===== src/rtl/axi_wr_arbiter_pkg.sv =====
// Shared types for the AXI write arbiter: FSM state and AXI burst-type encodings.
package axi_arb_pkg;

  typedef enum logic {
    IDLE = 1'b0,
    BUSY = 1'b1
  } arb_state_t;

  localparam logic [1:0] FIXED = 2'd0;
  localparam logic [1:0] INCR  = 2'd1;
  localparam logic [1:0] WRAP  = 2'd2;

endpackage


===== src/rtl/axi_wr_arbiter_if.sv =====
// AXI write address + write data channels for N ports, flattened per field (port i at slice i).
interface axi_wr_arbiter_if #(
  parameter int N          = 1,
  parameter int ID_WIDTH   = 8,
  parameter int ADDR_WIDTH = 32,
  parameter int DATA_WIDTH = 32,
  parameter int STRB_WIDTH = DATA_WIDTH / 8
);
  logic [N*ID_WIDTH-1:0]   awid;
  logic [N*ADDR_WIDTH-1:0] awaddr;
  logic [N*8-1:0]          awlen;
  logic [N*3-1:0]          awsize;
  logic [N*2-1:0]          awburst;
  logic [N-1:0]            awvalid;
  logic [N-1:0]            awready;
  logic [N*DATA_WIDTH-1:0] wdata;
  logic [N*STRB_WIDTH-1:0] wstrb;
  logic [N-1:0]            wlast;
  logic [N-1:0]            wvalid;
  logic [N-1:0]            wready;

  modport master (
    output awid, awaddr, awlen, awsize, awburst, awvalid,
    input  awready,
    output wdata, wstrb, wlast, wvalid,
    input  wready
  );

  modport slave (
    input  awid, awaddr, awlen, awsize, awburst, awvalid,
    output awready,
    input  wdata, wstrb, wlast, wvalid,
    output wready
  );
endinterface


===== src/rtl/axi_wr_arbiter_pick.sv =====
// Combinational round-robin picker: first set request at or after ptr, wrapping.
module arb_rr_pick #(
  parameter int N  = 4,
  parameter int IW = $clog2(N)
) (
  input  logic [N-1:0]  req,
  input  logic [IW-1:0] ptr,
  output logic [N-1:0]  grant,
  output logic [IW-1:0] idx,
  output logic          any
);
  localparam logic [IW:0] NUM = (IW+1)'(N);

  always_comb begin : pick
    logic [IW:0] j;
    grant = '0;
    idx   = '0;
    j     = '0;
    // Walk the search order backwards so the last hit is the earliest from ptr.
    for (int k = N - 1; k >= 0; k--) begin
      j = {1'b0, ptr} + (IW+1)'(k);
      if (j >= NUM) j = j - NUM;
      if (req[j[IW-1:0]]) idx = j[IW-1:0];
    end
    any = |req;
    grant[idx] = any;
  end
endmodule


===== src/rtl/axi_wr_arbiter.sv =====
// Round-robin AW arbiter locking the grant until both AW and the WLAST beat complete; AW 1-cycle, W 0-cycle.
// Define AXI_WR_ARB_ID_PREFIX_EN to prefix m_axi awid with the granted port index.
module axi_wr_arbiter
  import axi_arb_pkg::*;
#(
  parameter int S_COUNT    = 4,
  parameter int S_ID_WIDTH = 8,
  parameter int ADDR_WIDTH = 32,
  parameter int DATA_WIDTH = 32,
  parameter int STRB_WIDTH = DATA_WIDTH / 8
) (
  input  logic             clk,
  input  logic             rstn,
  axi_wr_arbiter_if.slave  s_axi,
  axi_wr_arbiter_if.master m_axi
);
  localparam int IW = $clog2(S_COUNT);
`ifdef AXI_WR_ARB_ID_PREFIX_EN
  localparam int M_ID_WIDTH = S_ID_WIDTH + IW;
`else
  localparam int M_ID_WIDTH = S_ID_WIDTH;
`endif

  arb_state_t            state;
  logic [IW-1:0]         g, ptr, next_ptr, pick_idx;
  logic [S_COUNT-1:0]    pick_grant;
  logic                  pick_any;
  logic                  aw_done, w_done;
  logic [S_ID_WIDTH-1:0] awid_q;
  logic [ADDR_WIDTH-1:0] awaddr_q;
  logic [7:0]            awlen_q;
  logic [2:0]            awsize_q;
  logic [1:0]            awburst_q;
  logic [M_ID_WIDTH-1:0] m_id;
  logic                  fwd, aw_fire, wlast_fire, aw_done_nxt, w_done_nxt;

  arb_rr_pick #(.N(S_COUNT)) u_pick (
    .req   (s_axi.awvalid),
    .ptr   (ptr),
    .grant (pick_grant),
    .idx   (pick_idx),
    .any   (pick_any)
  );

`ifdef AXI_WR_ARB_ID_PREFIX_EN
  assign m_id = {g, awid_q};
`else
  assign m_id = awid_q;
`endif

  assign s_axi.awready = (state == IDLE) ? pick_grant : '0;

  assign m_axi.awvalid = (state == BUSY) && !aw_done;
  assign m_axi.awid    = m_id;
  assign m_axi.awaddr  = awaddr_q;
  assign m_axi.awlen   = awlen_q;
  assign m_axi.awsize  = awsize_q;
  assign m_axi.awburst = awburst_q;

  // W is a pure pass-through of the granted port until its WLAST beat is accepted.
  assign fwd           = (state == BUSY) && !w_done;
  assign m_axi.wvalid  = fwd & s_axi.wvalid[g];
  assign m_axi.wlast   = fwd & s_axi.wlast[g];
  assign m_axi.wdata   = fwd ? s_axi.wdata[g*DATA_WIDTH +: DATA_WIDTH] : '0;
  assign m_axi.wstrb   = fwd ? s_axi.wstrb[g*STRB_WIDTH +: STRB_WIDTH] : '0;
  assign s_axi.wready  = fwd ? ({{(S_COUNT-1){1'b0}}, m_axi.wready[0]} << g) : '0;

  assign aw_fire     = m_axi.awvalid[0] & m_axi.awready[0];
  assign wlast_fire  = m_axi.wvalid[0] & m_axi.wready[0] & m_axi.wlast[0];
  assign aw_done_nxt = aw_done | aw_fire;
  assign w_done_nxt  = w_done | wlast_fire;
  assign next_ptr    = (g == IW'(S_COUNT - 1)) ? '0 : g + 1'b1;

  always_ff @(posedge clk or negedge rstn) begin
    if (!rstn) begin
      state     <= IDLE;
      g         <= '0;
      ptr       <= '0;
      aw_done   <= 1'b0;
      w_done    <= 1'b0;
      awid_q    <= '0;
      awaddr_q  <= '0;
      awlen_q   <= '0;
      awsize_q  <= '0;
      awburst_q <= '0;
    end else begin
      case (state)
        IDLE: begin
          if (pick_any) begin
            state     <= BUSY;
            g         <= pick_idx;
            aw_done   <= 1'b0;
            w_done    <= 1'b0;
            awid_q    <= s_axi.awid[pick_idx*S_ID_WIDTH +: S_ID_WIDTH];
            awaddr_q  <= s_axi.awaddr[pick_idx*ADDR_WIDTH +: ADDR_WIDTH];
            awlen_q   <= s_axi.awlen[pick_idx*8 +: 8];
            awsize_q  <= s_axi.awsize[pick_idx*3 +: 3];
            awburst_q <= s_axi.awburst[pick_idx*2 +: 2];
          end
        end
        BUSY: begin
          aw_done <= aw_done_nxt;
          w_done  <= w_done_nxt;
          if (aw_done_nxt && w_done_nxt) begin
            state <= IDLE;
            ptr   <= next_ptr;
          end
        end
        default: state <= IDLE;
      endcase
    end
  end
endmodule


===== src/flat_wrapper.sv =====
// flat-port wrapper written by rule: the top's interface ports become plain ports
module axi_wr_arbiter_flat import axi_arb_pkg::*;
#(
  parameter int S_COUNT    = 4,
  parameter int S_ID_WIDTH = 8,
  parameter int ADDR_WIDTH = 32,
  parameter int DATA_WIDTH = 32,
  parameter int STRB_WIDTH = DATA_WIDTH / 8
)
  (clk, rstn, s_axi_awid, s_axi_awaddr, s_axi_awlen, s_axi_awsize, s_axi_awburst, s_axi_awvalid, s_axi_awready, s_axi_wdata, s_axi_wstrb, s_axi_wlast, s_axi_wvalid, s_axi_wready, m_axi_awid, m_axi_awaddr, m_axi_awlen, m_axi_awsize, m_axi_awburst, m_axi_awvalid, m_axi_awready, m_axi_wdata, m_axi_wstrb, m_axi_wlast, m_axi_wvalid, m_axi_wready);
  axi_wr_arbiter_if #(.N((4)), .ID_WIDTH((8)), .ADDR_WIDTH(ADDR_WIDTH), .DATA_WIDTH(DATA_WIDTH), .STRB_WIDTH(STRB_WIDTH)) s_axi_i ();
  axi_wr_arbiter_if #(.N(1), .ID_WIDTH(((8))), .ADDR_WIDTH(ADDR_WIDTH), .DATA_WIDTH(DATA_WIDTH), .STRB_WIDTH(STRB_WIDTH)) m_axi_i ();
  input  logic clk;
  input  logic rstn;
  input wire logic [$bits(s_axi_i.awid)-1:0] s_axi_awid;
  input wire logic [$bits(s_axi_i.awaddr)-1:0] s_axi_awaddr;
  input wire logic [$bits(s_axi_i.awlen)-1:0] s_axi_awlen;
  input wire logic [$bits(s_axi_i.awsize)-1:0] s_axi_awsize;
  input wire logic [$bits(s_axi_i.awburst)-1:0] s_axi_awburst;
  input wire logic [$bits(s_axi_i.awvalid)-1:0] s_axi_awvalid;
  output wire logic [$bits(s_axi_i.awready)-1:0] s_axi_awready;
  input wire logic [$bits(s_axi_i.wdata)-1:0] s_axi_wdata;
  input wire logic [$bits(s_axi_i.wstrb)-1:0] s_axi_wstrb;
  input wire logic [$bits(s_axi_i.wlast)-1:0] s_axi_wlast;
  input wire logic [$bits(s_axi_i.wvalid)-1:0] s_axi_wvalid;
  output wire logic [$bits(s_axi_i.wready)-1:0] s_axi_wready;
  output wire logic [$bits(m_axi_i.awid)-1:0] m_axi_awid;
  output wire logic [$bits(m_axi_i.awaddr)-1:0] m_axi_awaddr;
  output wire logic [$bits(m_axi_i.awlen)-1:0] m_axi_awlen;
  output wire logic [$bits(m_axi_i.awsize)-1:0] m_axi_awsize;
  output wire logic [$bits(m_axi_i.awburst)-1:0] m_axi_awburst;
  output wire logic [$bits(m_axi_i.awvalid)-1:0] m_axi_awvalid;
  input wire logic [$bits(m_axi_i.awready)-1:0] m_axi_awready;
  output wire logic [$bits(m_axi_i.wdata)-1:0] m_axi_wdata;
  output wire logic [$bits(m_axi_i.wstrb)-1:0] m_axi_wstrb;
  output wire logic [$bits(m_axi_i.wlast)-1:0] m_axi_wlast;
  output wire logic [$bits(m_axi_i.wvalid)-1:0] m_axi_wvalid;
  input wire logic [$bits(m_axi_i.wready)-1:0] m_axi_wready;
  assign s_axi_i.awid = s_axi_awid;
  assign s_axi_i.awaddr = s_axi_awaddr;
  assign s_axi_i.awlen = s_axi_awlen;
  assign s_axi_i.awsize = s_axi_awsize;
  assign s_axi_i.awburst = s_axi_awburst;
  assign s_axi_i.awvalid = s_axi_awvalid;
  assign s_axi_awready = s_axi_i.awready;
  assign s_axi_i.wdata = s_axi_wdata;
  assign s_axi_i.wstrb = s_axi_wstrb;
  assign s_axi_i.wlast = s_axi_wlast;
  assign s_axi_i.wvalid = s_axi_wvalid;
  assign s_axi_wready = s_axi_i.wready;
  assign m_axi_awid = m_axi_i.awid;
  assign m_axi_awaddr = m_axi_i.awaddr;
  assign m_axi_awlen = m_axi_i.awlen;
  assign m_axi_awsize = m_axi_i.awsize;
  assign m_axi_awburst = m_axi_i.awburst;
  assign m_axi_awvalid = m_axi_i.awvalid;
  assign m_axi_i.awready = m_axi_awready;
  assign m_axi_wdata = m_axi_i.wdata;
  assign m_axi_wstrb = m_axi_i.wstrb;
  assign m_axi_wlast = m_axi_i.wlast;
  assign m_axi_wvalid = m_axi_i.wvalid;
  assign m_axi_i.wready = m_axi_wready;
  axi_wr_arbiter #(.S_COUNT(S_COUNT), .S_ID_WIDTH(S_ID_WIDTH), .ADDR_WIDTH(ADDR_WIDTH), .DATA_WIDTH(DATA_WIDTH), .STRB_WIDTH(STRB_WIDTH)) u_core (.clk(clk), .rstn(rstn), .s_axi(s_axi_i), .m_axi(m_axi_i));
endmodule

===== config.mk =====
export PLATFORM = sky130hd
export DESIGN_NAME = axi_wr_arbiter_flat
export DESIGN_NICKNAME = d
export VERILOG_FILES = /design/src/rtl/axi_wr_arbiter_pkg.sv /design/src/rtl/axi_wr_arbiter_if.sv /design/src/rtl/axi_wr_arbiter_pick.sv /design/src/rtl/axi_wr_arbiter.sv /design/src/flat_wrapper.sv
export SDC_FILE = /design/constraint.sdc
export NUM_CORES = 1
export LEC_CHECK = 0
export ABC_AREA = 1
export CAP_MARGIN = 20
export CORE_AREA = 2 2 183 185
export DETAILED_ROUTE_END_ITERATION = 12
export DIE_AREA = 0 0 185 187
export PLACE_DENSITY = 0.56
export SYNTH_ARGS = -nofsm -noshare
export SYNTH_HDL_FRONTEND = slang
export SYNTH_SLANG_ARGS = --single-unit

===== constraint.sdc =====
create_clock -name clk -period 1.9 [get_ports clk]
set_input_delay 0.19 -clock clk [delete_from_list [all_inputs] [get_ports clk]]
set_output_delay 0.19 -clock clk [all_outputs]
set_load 0.01 [all_outputs]

**Routing congestion**

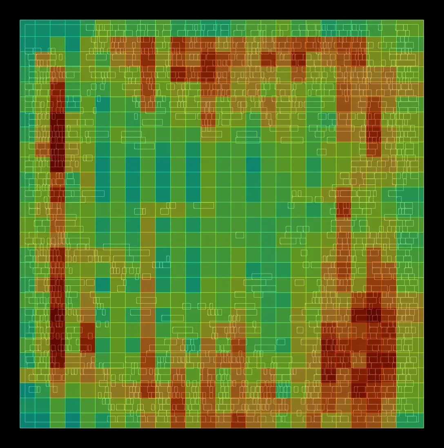
busiest metal layer after global routing: met2
met1 global-route usage: 21.5%
final core occ: 42.1%
GR Util met3: 6.35%
total track usage: 19.4%

**Sequential cells colored by netlist name**

(2 px per um)
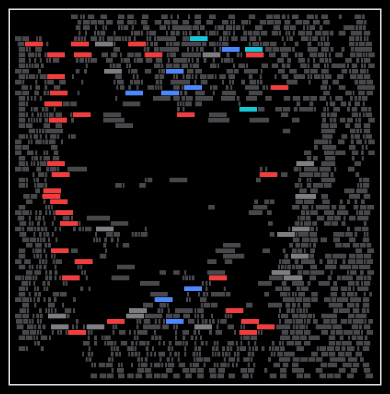
[`u_core.m_axi.awaddr`] red | sequential cells: 32
[`u_core.m_axi.awsize`] cyan | sequential cells: 3
[`u_core.m_axi.awid`] blue | sequential cells: 8
not colored: 17

==> notes.md <==
This memo summarizes the results of the implementation run.

Yosys
The synth_stat.txt file lists the number of cells as 1053. Dividing the synthesized area by the synthesized cell count gives 5.69 um^2. Per the synthesis report, the number of distinct cell types is 30. The number of flip-flops and latches in the synthesized netlist is 60. Of the post-synthesis cell area, the dominant cell type holds 25.1%. The post-synthesis cell count is 1053. Post-synthesis, Yosys gives the total cell area as 5990 um^2.

In the synthesized netlist the dominant register cell turns out to be sky130_fd_sc_hd__dfrtp_1. Summing every instance area after synthesis gives 5990 um^2. The cell type contributing the most total cell area after synthesis is sky130_fd_sc_hd__dfrtp_1.

For this run, asynchronously set or reset flops after synthesis account for 100%. The floorplan net count is 1426. During synthesis, Yosys emitted a total of 0 warnings.

The most repeated cell in the gate-level netlist after synthesis is sky130_fd_sc_hd__nand2_1. By area the synthesized netlist is led by sky130_fd_sc_hd__dfrtp_1, sky130_fd_sc_hd__nand2_1, sky130_fd_sc_hd__nand3_1, sky130_fd_sc_hd__inv_1, sky130_fd_sc_hd__nor2_1.

Min path
Looking at hold timing, the worst path starts from u_core.m_axi.awid[4]. Checking hold timing, the worst path is listed with class register to register.

Power
The total power after layout is 23.2 mW. The analysis reports a worst IR drop on VDD of 0.702 mV. In this run the power density over the cells is 1680 nW/um^2.

Run status
The checks that failed: negative setup slack. The flow ran to the end, but the final reports show violations.

GRT
The via count of the first global-routing pass is 9004. Recorded from the global router log, the overflow total was 0. Entering global routing, the biggest net connects 61 pins. The first global-routing pass estimated 51.2 mm of wire.

Worst setup path
For the worst reg-to-reg path, the startpoint reported by OpenROAD is u_core.ptr[0]. The most numerous cell type found on the critical path is sky130_fd_sc_hd__buf_12. The largest stage delay on the critical path is 0.42 ns. The start point of the critical path is u_core.ptr[0]. The slowest cell on the critical path is sky130_fd_sc_hd__dfrtp_2.

The worst setup path is launched from a register. STA classifies the critical path endpoint as a register. The type of the setup path with the least slack is register to register. Among cell families on the critical path, the largest total delay comes from buffers and inverters. The top fanout value on the critical path is 8. On the critical path the data arrives at 2.36 ns.

Route
The final routed wire length divided by cell count is 17.7 um. The DRC marker count from the first detailed-route iteration is 357. The overall routed net length is 36.3 mm. In the routed design, unresolved DRC markers number 0. The detail route stage leaves a number of antenna-violating nets equal to 0. The first detailed-routing pass took 5 iterations.

The routed design shows a via density per instance of 4.42.

Clock network
The cell resize tally after clock tree synthesis is 377. The clock reaches the later pin of the worst-skew pair after 0.34 ns. The number of post-CTS setup repair buffers is 24. The clock root buffer master is sky130_fd_sc_hd__clkbuf_16. The maximum level of the CTS H-tree is 3. The count of clock tree sinks is 60.

The CTS tree is yes. The number of buffers added by the clock tree synthesis step is 9. For reference, the clock transition at the flip-flops on the worst setup and hold paths is 0.06 ns.

Finish
The finished layout holds 2045 standard cells, fillers aside. The number of fillers in the final layout is 3361. The layout has 202 inverters outside the clock class. The flip-flop and latch share of the layout cell area is 10.9%. Per the final layout report, the fraction of cells sized above drive strength 1 comes to 23.1%. In the finished layout, the clock tree contains a buffer count of 12. The final-stage net count is 1960. Registers take 1510 um^2. The number of ordinary and repair buffers in the finished layout is 595. 719 cells are multi-input combinational gates. The antenna diode count is 5.

The fraction of final cell area spent on clock buffers and inverters in this run is 2.54%. There are 60 flip-flops and latches. The layout report lists the multi-input gate area as 4230 um^2.

Multi-input logic gates represent a cell area share of 30.6%. The area growth from synthesis to final layout is 131%.

Floorplan
The number of well-tap cells placed is 448. The floorplan report gives the top-level pin count as 472. The height of the die is 187 um. According to the floorplan report, the total die area is 34600 um^2.

STA
The number of setup violations in the final report is 85. Measured against its own limit, the worst slew margin works out to 40.4%. The clock skew after layout is 0.00848 ns.

The highest clock rate this design can be run at is 466 MHz. Per the final report, max-transition violations number 0. The tightest hold path in the finished design has a slack of 0.481 ns. The final timing report gives a worst setup slack of -0.245 ns. The routed design could run at a clock period as short as 2.15 ns. The number of hold-slack violations in the final timing report is 0.

The post-route fraction of the period consumed by the critical path is 113%. Looking at the max-slew report, the worst-margin pin has a slew of 0.895 ns.

Place
Once detailed placement completed, the half-perimeter wirelength came to 24.5 mm. Input and output buffers added on the ports amount to 471. The final estimated routing congestion in global placement is 0.842.

Per the post-place timing report, worst setup slack is -0.743 ns. The placed instance count is 1975.
**Metal 4**

(2 px per um) Supply wires on this layer in gray.
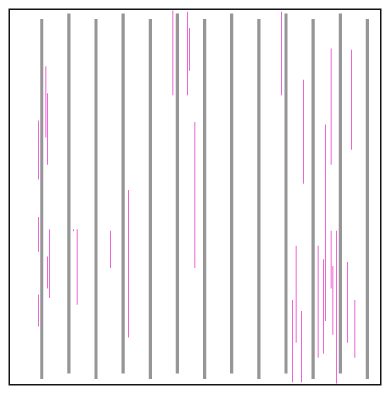
longest straight run: 97.9 um
main direction: vertical
wire length on this layer: 1220 um
nets with wire on the layer: 29

**The metal 1 layer**

(3 px per um) Supply wires on this layer in gray. Cells faint in the background.
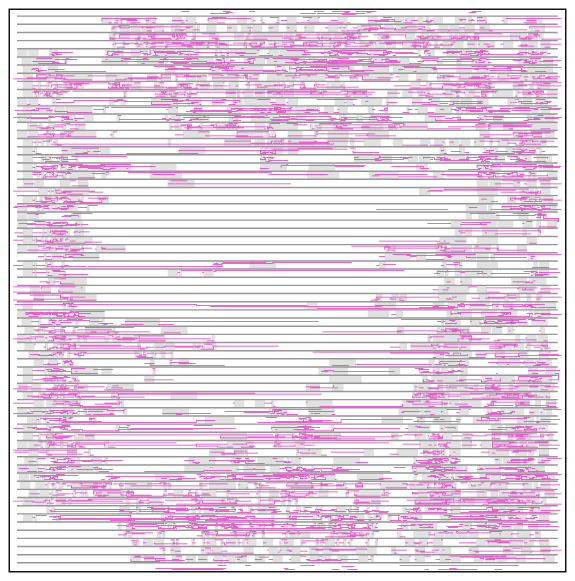
nets with wire on the layer: 1716
main direction: horizontal
wire length on this layer: 14200 um
longest straight run: 94.3 um
share of all routed wire: 39%

==> through the flow <==
stage	TNS, ns	area, um^2
floorplan	0	5990
global placement	-26.24	11600
detailed placement	-29.70	11600
CTS	-10.79	13000
global route	-19.08	13800
finish	-10.43	13800
==> cell families after synthesis <==
kind of cell / synth area share [%]
flops: 25.1
fa+ha+maj: 0.209
compound gates: 11.8
mux: 3.17
simple gates: 40.9
buf+inv: 18.8
==> worst reg2reg max path, delay by kind of cell (launching register included) <==
kind | cells | cell delay, ns
DFF | 1 | 0.42
buffers and inverters | 7 | 0.82
and+or+nand+nor | 10 | 0.78
==> routing by layer <==
metal  GRT usage, %  routed length (um)  up-vias
met5              0                  27        -
met1           21.5               14200     4216
met4           7.72                1220        4
met2           33.9               17600      386
li1               -                   -     4372
met3           6.35                3220       66
==> cells in the final DEF (no fill, tap or decap), drive strengths merged, types with 2 or more instances in the layout <==
master         count
a21oi             20
buf              157
bufinv             3
clkbuf            24
clkdlybuf4s50    424
clkinv             2
dfrtp             60
diode              5
inv              201
mux2i             19
nand2            294
nand3            163
nor2             122
nor3               2
o211ai            29
o21ai             42
o32ai             19
or2                3
==> path summary, 6_finish.rpt <==
check,cells after the start,end,slack (ns)
setup / recovery,17,u_core.m_axi.awlen[1],-0.25
hold / removal,2,u_core.m_axi.awid[4],0.48
setup reg to reg,17,u_core.m_axi.awlen[1],-0.25
hold reg to reg,2,u_core.m_axi.awid[4],0.48
max in group asynchronous,2,u_core.g[0],0.72
min in group asynchronous,2,u_core.m_axi.awlen[3],0.51
==> report_power, final <==
group | switching (mW) | total, mW | internal [mW]
Clock | 0.660 | 2.01 | 1.35
Combinational | 9.54 | 18.9 | 9.32
Sequential | 0.406 | 2.36 | 1.95
Total | 10.6 | 23.2 | 12.6
Power is estimated from default activity; no workload was simulated.
